### src/rtl/traffic_timer_pkg.sv
// Shared types for the traffic timer: channel state encoding and
// countdown mode constants.
package traffic_timer_pkg;

    localparam logic [0:0] ST_IDLE = 1'b0;
    localparam logic [0:0] ST_RUN  = 1'b1;

    typedef enum logic [0:0] {
        CH_IDLE = ST_IDLE,
        CH_RUN  = ST_RUN
    } ch_state_t;

    localparam logic MODE_ONESHOT  = 1'b0;
    localparam logic MODE_PERIODIC = 1'b1;

endpackage

### src/rtl/traffic_timer_ch.sv
// One countdown channel: counts prescaler ticks down from a loaded value,
// pulses expire when the count runs out, then reloads or goes idle.
module traffic_timer_ch
    import traffic_timer_pkg::*;
#(
    parameter int SEC_W = 8
) (
    input  logic             clk,
    input  logic             rst_n,
    input  logic             tick,
    input  logic             load,
    input  logic [SEC_W-1:0] load_val,
    input  logic             auto_reload,
    input  logic             pause,
    output logic [SEC_W-1:0] remain,
    output logic             expire,
    output ch_state_t        state
);

    logic [0:0]       state_q;
    logic [SEC_W-1:0] remain_q;
    logic [SEC_W-1:0] reload_q;
    logic             mode_q;
    logic             expire_q;

    always_ff @(posedge clk or negedge rst_n) begin
        if (!rst_n) begin
            state_q  <= ST_IDLE;
            remain_q <= '0;
            reload_q <= '0;
            mode_q   <= MODE_ONESHOT;
            expire_q <= 1'b0;
        end else begin
            expire_q <= 1'b0;
            if (load) begin
                // A load wins over a coincident tick, so no expiry is reported.
                remain_q <= load_val;
                reload_q <= load_val;
                mode_q   <= auto_reload;
                state_q  <= (load_val != '0) ? ST_RUN : ST_IDLE;
            end else if (state_q == ST_RUN && tick && !pause) begin
                if (remain_q > SEC_W'(1)) begin
                    remain_q <= remain_q - SEC_W'(1);
                end else begin
                    expire_q <= 1'b1;
                    if (mode_q == MODE_PERIODIC) begin
                        remain_q <= reload_q;
                    end else begin
                        remain_q <= '0;
                        state_q  <= ST_IDLE;
                    end
                end
            end
        end
    end

    assign remain = remain_q;
    assign expire = expire_q;
    assign state  = ch_state_t'(state_q);

endmodule

### src/rtl/traffic_timer.sv
// Shared tick prescaler feeding NUM_CH independent countdown channels
// used to time traffic-light phases.
module traffic_timer
    import traffic_timer_pkg::*;
#(
    parameter int CLK_DIV = 100,
    parameter int NUM_CH  = 4,
    parameter int SEC_W   = 8
) (
    input  logic                    clk,
    input  logic                    rst_n,
    input  logic                    en,
    input  logic                    clr,
    input  logic [NUM_CH-1:0]       load,
    input  logic [NUM_CH*SEC_W-1:0] load_val,
    input  logic [NUM_CH-1:0]       auto_reload,
    input  logic [NUM_CH-1:0]       pause,
    output logic                    tick,
    output logic                    tick_pre,
    output logic [NUM_CH*SEC_W-1:0] remain,
    output logic [NUM_CH-1:0]       busy,
    output logic [NUM_CH-1:0]       expire
);

    localparam int                PRE_W   = $clog2(CLK_DIV);
    localparam logic [PRE_W-1:0]  PRE_MAX = PRE_W'(CLK_DIV - 1);

    logic [PRE_W-1:0] pre_cnt;

    // rst_n is folded in so neither pulse can appear while reset is held.
    assign tick     = rst_n & en & ~clr & (pre_cnt == '0);
    assign tick_pre = rst_n & en & ~clr & (pre_cnt == PRE_W'(1));

    always_ff @(posedge clk or negedge rst_n) begin
        if (!rst_n) begin
            pre_cnt <= PRE_MAX;
        end else if (clr) begin
            pre_cnt <= PRE_MAX;
        end else if (tick) begin
            pre_cnt <= PRE_MAX;
        end else if (en) begin
            pre_cnt <= pre_cnt - PRE_W'(1);
        end
    end

    ch_state_t ch_state [NUM_CH];

    for (genvar gi = 0; gi < NUM_CH; gi++) begin : g_ch
        traffic_timer_ch #(
            .SEC_W(SEC_W)
        ) u_ch (
            .clk        (clk),
            .rst_n      (rst_n),
            .tick       (tick),
            .load       (load[gi]),
            .load_val   (load_val[gi*SEC_W +: SEC_W]),
            .auto_reload(auto_reload[gi]),
            .pause      (pause[gi]),
            .remain     (remain[gi*SEC_W +: SEC_W]),
            .expire     (expire[gi]),
            .state      (ch_state[gi])
        );

        assign busy[gi] = (ch_state[gi] == CH_RUN);
    end

endmodule

### config.mk
export PLATFORM = sky130hd
export DESIGN_NAME = traffic_timer
export DESIGN_NICKNAME = d
export VERILOG_FILES = /design/src/rtl/traffic_timer_pkg.sv /design/src/rtl/traffic_timer_ch.sv /design/src/rtl/traffic_timer.sv
export SDC_FILE = /design/constraint.sdc
export NUM_CORES = 1
export LEC_CHECK = 0
export CORE_MARGIN = 8
export CORE_UTILIZATION = 69
export CTS_BUF_LIST = sky130_fd_sc_hd__clkbuf_16
export DETAILED_ROUTE_END_ITERATION = 10
export DONT_BUFFER_PORTS = 1
export GPL_ROUTABILITY_DRIVEN = 0
export GPL_TIMING_DRIVEN = 0
export PLACE_DENSITY = 0.85
export SYNTH_ARGS = -nofsm -noshare
export SYNTH_HDL_FRONTEND = slang
export SYNTH_SLANG_ARGS = --single-unit
### constraint.sdc
create_clock -name clk -period 5.35 [get_ports clk]
set_input_delay 1.605 -clock clk [delete_from_list [all_inputs] [get_ports clk]]
set_output_delay 1.605 -clock clk [all_outputs]
set_load 0.05 [all_outputs]
Placement view:
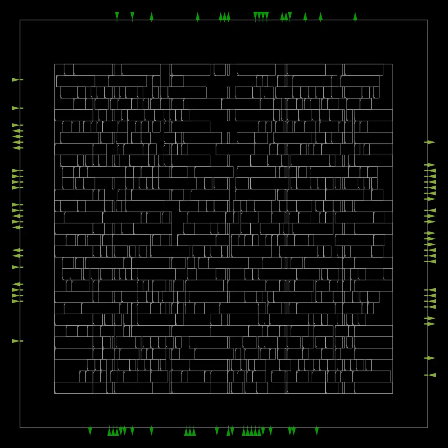
Flops: 83
sequential cell area share: 42.0%
Final Core Density: 77.5%
Row Count: 29

Cell classes on the final placement:
Fill, decap, tap and diode cells in gray.
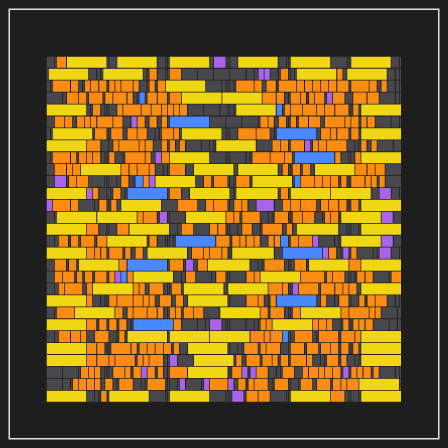
[yellow] sequential cells | cells: 83
[purple] remaining buffers and delay cells | cells: 33
[orange] combinational and other logic | cells: 394
[blue] clock drivers and dummy loads | cells: 16
Finished Cell Area: 4950 sq um
core area: 6390 sq um

Register map, names as in the netlist:
Other sequential cells in the stronger gray, the rest of the logic in the fainter gray.
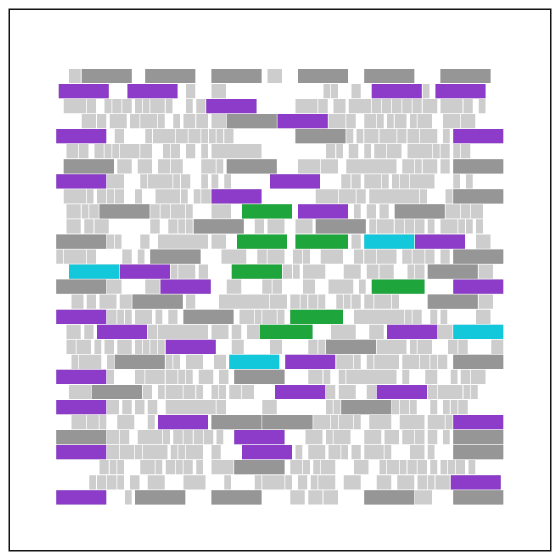
[purple] `g_ch.u_ch.reload_q` | sequential cells: 32 | where: all over the die
[green] `pre_cnt` | sequential cells: 7 | where: center
[cyan] `g_ch.u_ch.state` | sequential cells: 4
not colored: 40
Storage cell area: 2080 sq um
P_seq: 0.000822 W

Zoomed window:
Bar = 20 microns. Region (0, 0) to (50, 50) microns. Cells in gray, sequential cells in the stronger gray; small squares are vias.
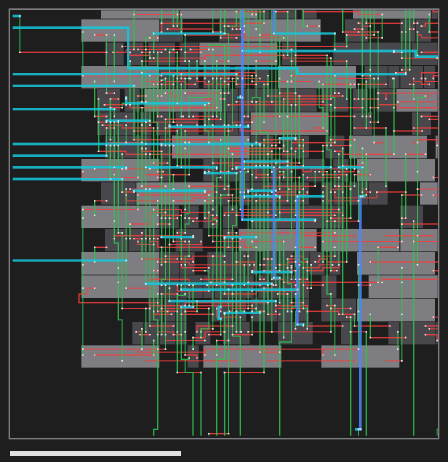
[blue] metal 4
[cyan] metal 3
[green] metal 2
[red] metal 1
most frequent: dfrtp_1 (23), o21ai_0 (15), nand2_1 (14)
sequential cells in the window: 24
netlist names of flops here include: `g_ch.u_ch.reload_q` (11), `g_ch.u_ch.remain` (8), `g_ch.u_ch.mode_q` (2)
cells with their middle in the window: 139

Signal metal coverage by tile:
Bar = 20 microns. The die is cut into 20 by 20 equal tiles; black is low, pale yellow is high, scaled to the fullest tile. Values are wire area over tile area, all layers added.
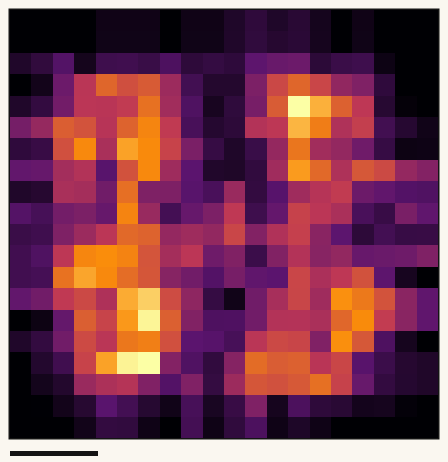
nearly empty tiles: 11%
mean over tiles: 0.20
densest ninth of the die: middle left
Vias: 4044
WL/cell: 18.7 microns
final WL: 11.2 mm

==> notes.md <==
flow finished, numbers: status finished clean, grt total ovfl 0, clock latency on the worst-skew pair 0.33 ns, post-synth top area cell dfrtp_1, Die Wd 97.6 microns, CTS tree built, Area growth syn-to-layout 7.76%, Fillers 439, Max-area cell share 43.0%, Die ar. 9530 sq um, Nets at Floorplan between 500 and 600, clock power share 34.7%, Setup violations, final 0, Root Buffer clkbuf_16, antenna-violating nets left 0, cell count listed in synth_stat.txt 510, clock slew at reported path FFs 0.06 ns, sequential area share after synthesis between 40% and 50%, clock skew 0.00660 ns, Comb pwr share 12.5%, first-pass GRT wire length 18.9 mm, DRT Pass-1 Iters 5, chip area in the Yosys report 4600 sq um, R2R cell count 6, flop-to-flop setup slack 2.53 ns, Synth Instances between 500 and 600, Worst Path Arrival 3.29 ns, Unique cell types 59, capturing point of the worst reg2reg path g_ch[0].u_ch.remain[1]$_DFFE_PN0P_, clock buffer depth 2, Registers, synthesis 83, sw power 0.000491 W, vias in the first global route 3911, Slew @ Worst Pin 1.27 ns, most common cell in the netlist dfrtp_1, tool warnings 31, DRT iter0 DRCs 257, DR DRC count 0, Power per Cell Area 314 nW/um^2, min-delay src g_ch[1].u_ch.reload_q[4]$_DFFE_PN0P_, logic area 2200 sq um, initial antenna violation count 0, Cell Area, Synth 4600 sq um, CTS Sinks 83, Top cells by area dfrtp_1 (43%), o21ai_0 (6.2%), nand2_1 (4.0%), I/O Buffers 0, Max Cap Viol 0, RR Startpoint pre_cnt[2]$_DFFE_PN0P_, Crit Path Category in -> out, flip-flops with a built-in enable 0, switching part of the total 31.6%, unrepaired setup endpoints after global routing no, Internal about 0.0011 W, final hold viol count 0, Vias/cell 6.71, Worst Hold Depth 1, # IOs approximately 90, P_leak ~2.1 nW, DP HPWL 8.01 mm, setup repair bufs after CTS 0, Seq pwr share 52.9%, CP Launch Type primary input, crit path DRT 3.74 ns, Hold Path Class reg -> reg, setup TNS 0 ns, CTS resizes 0, largest net degree at the start of global routing 86, Avg Cell Area, Syn 9.01 sq um, total CTS buffers 9, Total Power 0.00156 W, Die Ht 97.6 microns, ratio of final minimum period to clock period 91.5%, Max VDD drop 0.000205 V, GR Util All Layers 23.5%, top_reg_cell synth dfrtp_1, Crit Path Max Fanout 8, antenna cells 0, FFs w/ async S/R, synth 100%, CTS Hold Bufs 0, Slew headroom 15.2%, Final min period 4.90 ns, kind of end point of the critical path output pin, share of cells above drive strength 1 10.3%, top post-synthesis cells by count dfrtp_1 (79), o21ai_0 (57), nand2_1 (49), inv_1 (40), nor2_1 (35), Layout Nets just under 600, Ys Warns 0, Min-Delay Endpoint g_ch[1].u_ch.reload_q[4]$_DFFE_PN0P_, Core Util at FP 72.0%, H-tree Lvls 3, Slew Limit Fails 0, Fmax 0.204 GHz
==> cells by family after synthesis <==
logic type | share of synthesized area (%)
buf+inv | 6.86
mux | 3.43
xor+xnor | 1.33
flops | 45.3
fa+ha+maj | 2.72
compound gates | 20.2
simple gates | 20.1
==> power by group through the flow <==
stage | Clock (W) | Combinational, W | Sequential (W)
6_report | 0.000539 | 0.000194 | 0.000822
5_1_grt | 0.000571 | 0.000218 | 0.000830
4_1_cts | 0.000542 | 0.000192 | 0.000822
3_5_place_dp | 0 | 0.000190 | 0.000833
3_3_place_gp | 0 | 0.000182 | 0.000831
2_1_floorplan | 0 | 0.000157 | 0.000814
==> cell usage in the layout, fill, tap and decap left out, drive strengths merged, types with 3 or more instances in the layout <==
master | Yosys | final
mux2 | 14 | 14
o31ai | 16 | 16
a2bb2oi | 3 | 3
nor3 | 27 | 27
a21oi | 22 | 22
nor4 | 12 | 12
inv | 40 | 43
a221oi | 5 | 5
dfstp | 4 | 4
clkinv | 0 | 4
nand2b | 4 | 4
nand3 | 5 | 5
a32oi | 4 | 4
o21ai | 57 | 57
a22oi | 4 | 4
or2 | 4 | 4
ha | 10 | 10
a311oi | 4 | 4
nor2b | 3 | 3
nand2 | 49 | 49
xnor2 | 5 | 5
o21bai | 3 | 3
nor2 | 35 | 35
a31oi | 6 | 6
buf | 13 | 13
or3 | 4 | 4
and3 | 6 | 6
clkbuf | 20 | 29
or4 | 14 | 14
dfrtp | 79 | 79
==> layer usage <==
metal,GRT usage [%],part of all wire (%)
met1,28.8,41
met5,0,0
met4,9.91,2.0
met3,6.83,9.4
met2,37.6,48
==> flip-flops by register name, indices dropped and copies added (netlist names) <==
name / cells
g_ch.u_ch.state: 4
g_ch.u_ch.remain: 32
pre_cnt: 7
g_ch.u_ch.mode_q: 4
g_ch.u_ch.reload_q: 32
g_ch.u_ch.expire: 4
==> final cells by class <==
class                           instances  share of cell area, %
Buffer                                 33                   3.34
Clock buffer                            9                   4.55
Clock inverter                          7                  0.581
Inverter                               40                   3.03
Multi-Input combinational cell        354                   44.5
Sequential cell                        83                   42.0
Tap cell                               77                   1.95
==> how the worst max path moves through the flow <==
stage | from | end | cells past startpoint
5_1_grt | en | tick_pre | 3
2_1_floorplan | clr | tick_pre | 3
6_report | en | tick_pre | 3
4_1_cts | en | tick_pre | 3
3_5_place_dp | en | tick_pre | 3
3_3_place_gp | clr | tick_pre | 3
==> worst max-delay path, cell delays in order <==
cell      delay, ns
clkbuf_1       0.25
nand3b_1       0.32
nor4b_2        1.10
==> per-stage QoR <==
stage                     worst slack [ns]  hold WS (ns)  util (%)  area, sq um  cells
after floorplan                     0.0409         0.480         -         4600    510
after global placement              -0.264         0.490      73.5         4690    587
after detailed placement             0.458         0.498      73.6         4700    587
after CTS                            0.429         0.510      77.5         4950    603
after global routing                 0.262         0.523      77.5         4950    603
final                                0.455         0.505      77.5         4950    603
No activity file was given, so power comes from the tool's default toggle rates.
